File: config.mk
export PLATFORM = sky130hd
export DESIGN_NAME = hazard_stall_unit
export DESIGN_NICKNAME = d
export VERILOG_FILES = /design/src/rtl/hazard_stall_unit.sv
export SDC_FILE = /design/constraint.sdc
export NUM_CORES = 1
export LEC_CHECK = 0
export CAP_MARGIN = 20
export CORE_UTILIZATION = 30
export DETAILED_ROUTE_END_ITERATION = 8
export GPL_TIMING_DRIVEN = 0
export PLACE_DENSITY = 0.7
export SYNTH_ARGS = -nofsm -noshare
export SYNTH_HDL_FRONTEND = slang
export SYNTH_SLANG_ARGS = --single-unit
File: constraint.sdc
create_clock -name clk -period 3 [get_ports clk]
set_clock_uncertainty 0.1 [all_clocks]
set_input_delay 0.3 -clock clk [delete_from_list [all_inputs] [get_ports clk]]
set_output_delay 0.3 -clock clk [all_outputs]
set_load 0.01 [all_outputs]
File: src/rtl/hazard_stall_unit.sv
// Pipeline hazard stall/flush controller: load-use, branch, jump and data-memory wait.
// Control outputs are combinational from state and inputs; state and perf counters are registered.
module hazard_stall_unit #(
    parameter int unsigned LOAD_STALL_CYCLES = 1,
    parameter int unsigned COUNT_W           = 16
) (
    input  logic               clk,
    input  logic               reset,
    input  logic [31:0]        IR_IF_ID_out,
    input  logic [31:0]        IR_ID_EX_out,
    input  logic               MemRead_ID_EX_out,
    input  logic               Jump_ID,
    input  logic               BranchTaken_EX,
    input  logic               mem_busy,
    output logic               PCWrite,
    output logic               IF_ID_Write,
    output logic               IF_ID_Flush,
    output logic               ID_EX_Write,
    output logic               ID_EX_Flush,
    output logic               EX_MEM_Write,
    output logic [COUNT_W-1:0] stall_cycles,
    output logic [COUNT_W-1:0] flush_cycles
);

    localparam int unsigned REM_W = 3;
    localparam logic [REM_W-1:0] LU_EXTRA = REM_W'(LOAD_STALL_CYCLES - 1);

    typedef enum logic [1:0] {
        RUN      = 2'd0,
        LU_STALL = 2'd1,
        MEM_WAIT = 2'd2
    } state_t;

    state_t             state, nextState;
    state_t             resumeState, nextResume;
    state_t             evalState;
    logic [REM_W-1:0]   remaining, nextRemaining;

    logic pcWr, ifIdWr, ifIdFl, idExWr, idExFl, exMemWr;
    logic loadUse, usesRt;
    logic [4:0] ldDst, idRs, idRt;
    logic [5:0] idOp;
    logic unusedIrBits;

    assign ldDst = IR_ID_EX_out[20:16];
    assign idRs  = IR_IF_ID_out[25:21];
    assign idRt  = IR_IF_ID_out[20:16];
    assign idOp  = IR_IF_ID_out[31:26];
    assign unusedIrBits = ^{IR_ID_EX_out[31:21], IR_ID_EX_out[15:0], IR_IF_ID_out[15:0]};

    // rt is a source only for R-type, beq, bne and sw
    assign usesRt  = (idOp == 6'h00) || (idOp == 6'h04) || (idOp == 6'h05) || (idOp == 6'h2b);
    assign loadUse = MemRead_ID_EX_out && (ldDst != 5'd0) &&
                     ((ldDst == idRs) || (usesRt && (ldDst == idRt)));

    // State register
    always_ff @(posedge clk or negedge reset) begin
        if (!reset) begin
            state       <= RUN;
            resumeState <= RUN;
            remaining   <= '0;
        end else begin
            state       <= nextState;
            resumeState <= nextResume;
            remaining   <= nextRemaining;
        end
    end

    // Next-state and control decode
    always_comb begin
        pcWr          = 1'b1;
        ifIdWr        = 1'b1;
        ifIdFl        = 1'b0;
        idExWr        = 1'b1;
        idExFl        = 1'b0;
        exMemWr       = 1'b1;
        nextState     = state;
        nextResume    = resumeState;
        nextRemaining = remaining;
        evalState     = state;

        // Leaving MEM_WAIT acts as the saved state within the same cycle
        if (state == MEM_WAIT) begin
            evalState = resumeState;
        end

        if (state == MEM_WAIT && mem_busy) begin
            pcWr    = 1'b0;
            ifIdWr  = 1'b0;
            idExWr  = 1'b0;
            exMemWr = 1'b0;
        end else begin
            case (evalState)
                LU_STALL: begin
                    if (mem_busy) begin
                        pcWr       = 1'b0;
                        ifIdWr     = 1'b0;
                        idExWr     = 1'b0;
                        exMemWr    = 1'b0;
                        nextResume = LU_STALL;
                        nextState  = MEM_WAIT;
                    end else if (BranchTaken_EX) begin
                        ifIdFl        = 1'b1;
                        idExFl        = 1'b1;
                        nextRemaining = '0;
                        nextState     = RUN;
                    end else begin
                        pcWr   = 1'b0;
                        ifIdWr = 1'b0;
                        idExFl = 1'b1;
                        if (remaining <= REM_W'(1)) begin
                            nextRemaining = '0;
                            nextState     = RUN;
                        end else begin
                            nextRemaining = remaining - REM_W'(1);
                            nextState     = LU_STALL;
                        end
                    end
                end
                default: begin
                    nextState = RUN;
                    if (mem_busy) begin
                        pcWr       = 1'b0;
                        ifIdWr     = 1'b0;
                        idExWr     = 1'b0;
                        exMemWr    = 1'b0;
                        nextResume = RUN;
                        nextState  = MEM_WAIT;
                    end else if (BranchTaken_EX) begin
                        ifIdFl = 1'b1;
                        idExFl = 1'b1;
                    end else if (loadUse) begin
                        pcWr   = 1'b0;
                        ifIdWr = 1'b0;
                        idExFl = 1'b1;
                        if (LU_EXTRA != '0) begin
                            nextRemaining = LU_EXTRA;
                            nextState     = LU_STALL;
                        end
                    end else if (Jump_ID) begin
                        ifIdFl = 1'b1;
                    end
                end
            endcase
        end
    end

    // Reset forces every enable and flush low while it is held
    assign PCWrite      = reset & pcWr;
    assign IF_ID_Write  = reset & ifIdWr;
    assign IF_ID_Flush  = reset & ifIdFl;
    assign ID_EX_Write  = reset & idExWr;
    assign ID_EX_Flush  = reset & idExFl;
    assign EX_MEM_Write = reset & exMemWr;

    // Saturating performance counters
    always_ff @(posedge clk or negedge reset) begin
        if (!reset) begin
            stall_cycles <= '0;
            flush_cycles <= '0;
        end else begin
            if (!pcWr && (stall_cycles != '1)) begin
                stall_cycles <= stall_cycles + COUNT_W'(1);
            end
            if (ifIdFl && (flush_cycles != '1)) begin
                flush_cycles <= flush_cycles + COUNT_W'(1);
            end
        end
    end

endmodule

Figure 1. Where the registers sit (run 1).
Other sequential cells in the stronger grey, the rest of the logic in the fainter grey.
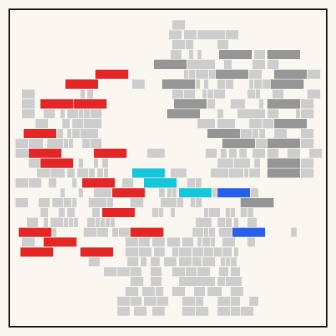
remaining -> cyan  # sequential cells 3
state -> blue  # sequential cells 2
flush_cycles -> red  # sequential cells 16
not coloured = 17
Seq power: 0.768 mW
Seq/total area: 31.1%
sequential cell area: 951 sq um
share of the core filled with cells: 44.2%

Figure 2. Cell density map (run 1).
The die is cut into 9 by 9 equal tiles; white is low, dark blue is high, 0 to 100% covered.
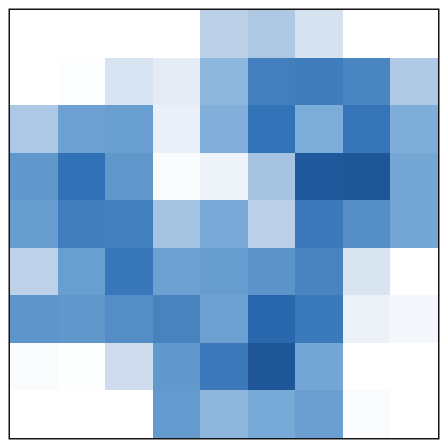
mean over tiles = 39%
fullest tile = 85%
emptiest ninth of the die = upper left
nearly empty tiles = 20%
tiles over 75% full = 4.9%

==> job_summary.md, run 1 <==
## Synthesis and layout report

| Metric | Value |
|---|---|
| Reg2reg end | stall_cycles[1] |
| Clock net power | 0.406 mW |
| CP max stage cell | or4_4 |
| Delay-heaviest family, CP | buffers and inverters |
| Slew Limit Fails | 0 |
| Tool Warnings | 70 |
| Vias per cell | 4.68 |
| Biggest consumer | registers |
| CTS tree | built |
| Syn Nets | 290 |
| Die W | 87.1 microns |
| Fmax | 347 MHz |
| Die height | 87.1 microns |
| CTS Sinks | 38 |
| Clock-cell share of area | 3.61% |
| Wire length per cell | 12.0 microns |
| Worst setup path endpoint | IF_ID_Write |
| Fraction of area in multi-input gates | 37.8% |
| Crit path arrival time | 2.48 ns |
| Initial antenna violation count | 0 |
| Insertion Delay late pin | 0.29 ns |
| Final ANT Viol Nets | 0 |
| Setup Viol. Count Final | 0 |
| Routed wl met3 | 173 microns |
| CP startpoint kind | input pin |
| Path type of the worst setup path | input pin to primary output |
| Area grow syn2layout | 40.7% |
| Gates resized, CTS repair | 2 |
| CLK BUF | 8 |
| Crit path cell chain | clkdlybuf4s50_1 -> or4_4 -> a2111oi_4 -> nor2_1 -> o21bai_1 -> a21boi_1 -> clkdlybuf4s50_1 |
| Reg clk slew, reported paths | 0.07 ns |
| Worst hold slack | 0.0198 ns |
| Synth Area in Simple Gates | 27.0% |
| Mux area share | 2.48% |
| GRT Util Overall | 13.5% |
| Setup tns final | 0 ns |
| Buffer depth of the longest clock path | 2 |
| Layout cells sized above 1 | 10.7% |
| Multi-input comb cells | 164 |
| GR Util met2 | 23.8% |
| Dominant Register Cell | dfrtp_1 |
| Vias in the first global route | 1739 |
| Top cell category | logic gates |
| Commonest Layout Cell | clkdlybuf4s50_1 |
| Finished Layout Cells | 386 |
| Flop Count | 38 |
| Std-Cell Rows | 30 |
| Tot Pwr | 1.79 mW |
| Buffers excl. clock | 71 |
| Wl on met1 | 2050 microns |
| Comb pwr share | 34.5% |
| CP Capture Type | primary output |
| Comb area | 1150 sq um |
| Nets | 363 |
| Core ar. | 6910 sq um |
| Pleak | 1.27 nW |
| Worst Slack Setup Final | 0.116 ns |
| Biggest regs | flush_cycles: 16 flops, stall_cycles: 16 flops, remaining: 3 flops |
| Largest net degree at the start of global routing | 40 |
| Worst reg2reg path depth | 6 |
| Busiest grt layer | met2 |
| Seq share, synth | 43.8% |
| FF-to-FF Start | stall_cycles[4] |
| Grt total ovfl | 0 |
| Net Sw Frac | 32.6% |
| Yosys chip area | 2170 sq um |
| Synthesized instance count | 216 |
| WP buf/inv | 2 |
| Global placement routability congestion | 0.755 |
| Antenna Cells | 0 |
| Sequential share of power | 42.8% |
| HP Class | input pin to async pin |
| Pint | 1.21 mW |
| # Taps | 96 |
| Non-CTS inverters | 9 |
| Die area | 7580 sq um |
| Max incr delay on CP | 0.55 ns |
| Cell area after layout | 3050 sq um |
| Async S/R FF share, synth | 100% |
| Max_slew headroom | 42.4% |
| Crit path DRT | 2.60 ns |
| DP Area | 2930 sq um |
| Critical Path Source | IR_IF_ID_out[27] |
| Dpl cells | 376 |
| Psw | 0.584 mW |
| DR iter-0 viols | 74 |
| Yosys adder share | 2.31% |
| P_comb | 0.619 mW |
| Met2 wire length | 2350 microns |
| Post-synth top cells | 38 x dfrtp_1, 28 x xor2_1, 20 x nor2_1 |
| Root buffer cell | clkbuf_8 |
| Outcome | complete, no violations |
| Post-synth EDFFs | 0 |
| Max_cap viols | 0 |
| Syn Area/Cell | 10.1 sq um |
| Main area contributors | dfrtp_1 44%, xor2_1 11%, xnor2_1 3.6%, nor2_1 3.5%, nand2_1 3.3% |
| Post-synthesis instance area | 2170 sq um |
| Final Hold Viols | 0 |
| Area leader share | 43.8% |
| VDD IR max | 0.411 mV |
| Num CTS Buffers | 5 |
| Detailed placement HPWL | 3600 microns |
| Most frequent cells in the layout | 60 x clkdlybuf4s50_1, 38 x dfrtp_1, 28 x xor2_1, 20 x nor2_1, 19 x nand2_1 |
| Port bufs | 64 |
| Floorplan utilization | 31.4% |
| Top-count cell post-synth | dfrtp_1 |
| Yosys Instances | 216 |
| Place WS | -0.199 ns |
| Hold buffers post-CTS | 0 |
| Synth unique cells | 41 |
| Ys flops | 38 |
| H-tree levels | 2 |
| Global-route wire length before repair | 7930 microns |
| Final non-clock buffer share | 22.4% |
| Min Tclk post-route | 2.88 ns |
| # Post-CTS Setup Buffers | 2 |
| Yosys warnings | 0 |
| Cell mode on critical path | clkdlybuf4s50_1 |
| Clock share of power | 22.7% |
| Critical path depth | 7 |
| Worst Tran Pin Value | 0.865 ns |
| DR pass1 iterations | 4 |
| GRT met3 Usage | 3.41% |
| Fill count | 658 |
| Fin crit share | 96.1% |
| PwrDens | 587 nW/um^2 |
| FF-to-FF setup slack | 0.51 ns |
| XOR/XNOR Fraction of Synth Area | 14.9% |
| # IOs | 108 |
| AND-OR/OR-AND Cells, Area Fraction | 6.28% |
| Uppermost layer routed | met4 |
| DRC violations left | 0 |
| CP Max Fanout | 2 |
| Dominant cell type by area after synthesis | dfrtp_1 |
| Main logic family | simple AND/OR/NAND/NOR gates |
Figure 3. Signal wires on met1 (run 1).
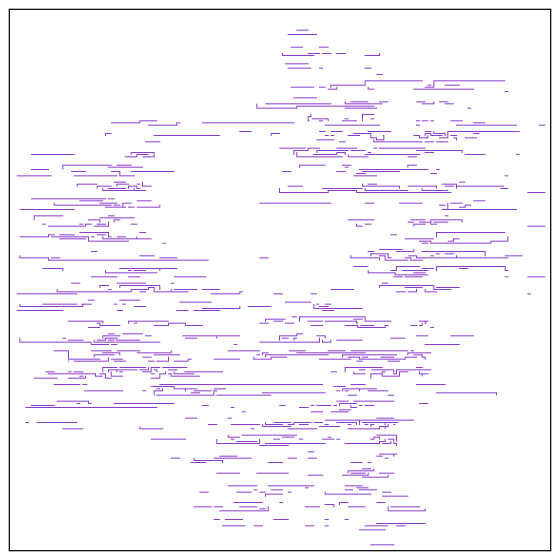
longest straight run = 26.2 microns
share of all routed wire = 44%
wire length on this layer = 2050 microns
nets with wire on the layer = 282
wirelength, routed: 4640 microns
Vias: 1806
met1 Resource Use GR: 15.8%

==> inputs of run 2 (changes only) <==
MAX_ROUTING_LAYER = met4   (was not set)
Figure 4. The metal 2 layer (run 2).
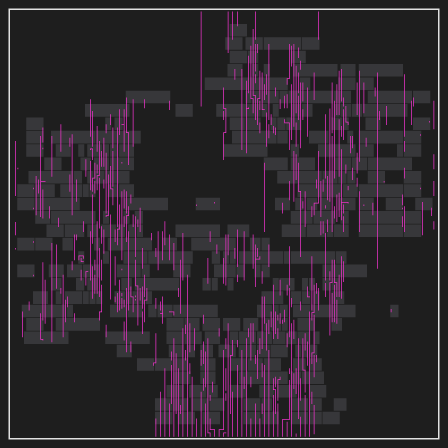
share of all routed wire = 51%
longest straight run = 39.8 microns

==> run 2 against run 1 <==
- critical path depth unchanged
- worst hold slack better by 0.0070 ns
- final cell count unchanged
- cell area unchanged
- flip-flop count unchanged
- register-to-register slack about the same
- via count down 0.11%
- synthesized cell count unchanged
- wire length down 0.28%
- area after synthesis unchanged
- global-route usage up 0.34 points
- fmax about the same
- highest routed layer unchanged
==> job_summary.md, run 2 <==
## Synthesis and layout report

| Metric | Value |
|---|---|
| Comb area | 1150 sq um |
| Synthesized instance count | 216 |
| Std-Cell Rows | 30 |
| Main area contributors | dfrtp_1 44%, xor2_1 11%, xnor2_1 3.6%, nor2_1 3.5%, nand2_1 3.3% |
| Fraction of area in multi-input gates | 37.8% |
| CTS tree | built |
| Final Hold Viols | 0 |
| Dpl cells | 376 |
| Seq/total area | 31.1% |
| Pint | 1.21 mW |
| Worst Slack Setup Final | 0.116 ns |
| Finished Layout Cells | 386 |
| Mux area share | 2.48% |
| GR Util met2 | 23.8% |
| Seq power | 0.770 mW |
| Die height | 87.1 microns |
| Vias in the first global route | 1733 |
| Met1 Resource Use GR | 15.8% |
| DR pass1 iterations | 4 |
| Flop Count | 38 |
| Yosys Instances | 216 |
| CP Capture Type | primary output |
| Critical Path Source | IR_IF_ID_out[27] |
| Setup Viol. Count Final | 0 |
| Slew Limit Fails | 0 |
| CP Max Fanout | 2 |
| Net Sw Frac | 32.5% |
| HP Class | input pin to async pin |
| Main logic family | simple AND/OR/NAND/NOR gates |
| DRC violations left | 0 |
| Async S/R FF share, synth | 100% |
| Uppermost layer routed | met4 |
| Port bufs | 64 |
| Reg clk slew, reported paths | 0.07 ns |
| Yosys warnings | 0 |
| Dominant cell type by area after synthesis | dfrtp_1 |
| Final non-clock buffer share | 22.4% |
| Cell area after layout | 3050 sq um |
| Die W | 87.1 microns |
| Outcome | complete, no violations |
| Post-synth top cells | 38 x dfrtp_1, 28 x xor2_1, 20 x nor2_1 |
| Top cell category | logic gates |
| Initial antenna violation count | 0 |
| Floorplan utilization | 31.4% |
| Global-route wire length before repair | 7920 microns |
| Post-synthesis instance area | 2170 sq um |
| # IOs | 108 |
| Path type of the worst setup path | input pin to primary output |
| DR iter-0 viols | 76 |
| Crit path DRT | 2.60 ns |
| Worst reg2reg path depth | 6 |
| WP buf/inv | 2 |
| Most frequent cells in the layout | 60 x clkdlybuf4s50_1, 38 x dfrtp_1, 28 x xor2_1, 20 x nor2_1, 19 x nand2_1 |
| Clock-cell share of area | 3.61% |
| Wirelength, routed | 4620 microns |
| # Taps | 96 |
| Worst hold slack | 0.0267 ns |
| VDD IR max | 0.412 mV |
| PwrDens | 586 nW/um^2 |
| DP Area | 2930 sq um |
Power and IR drop assume default switching activity.
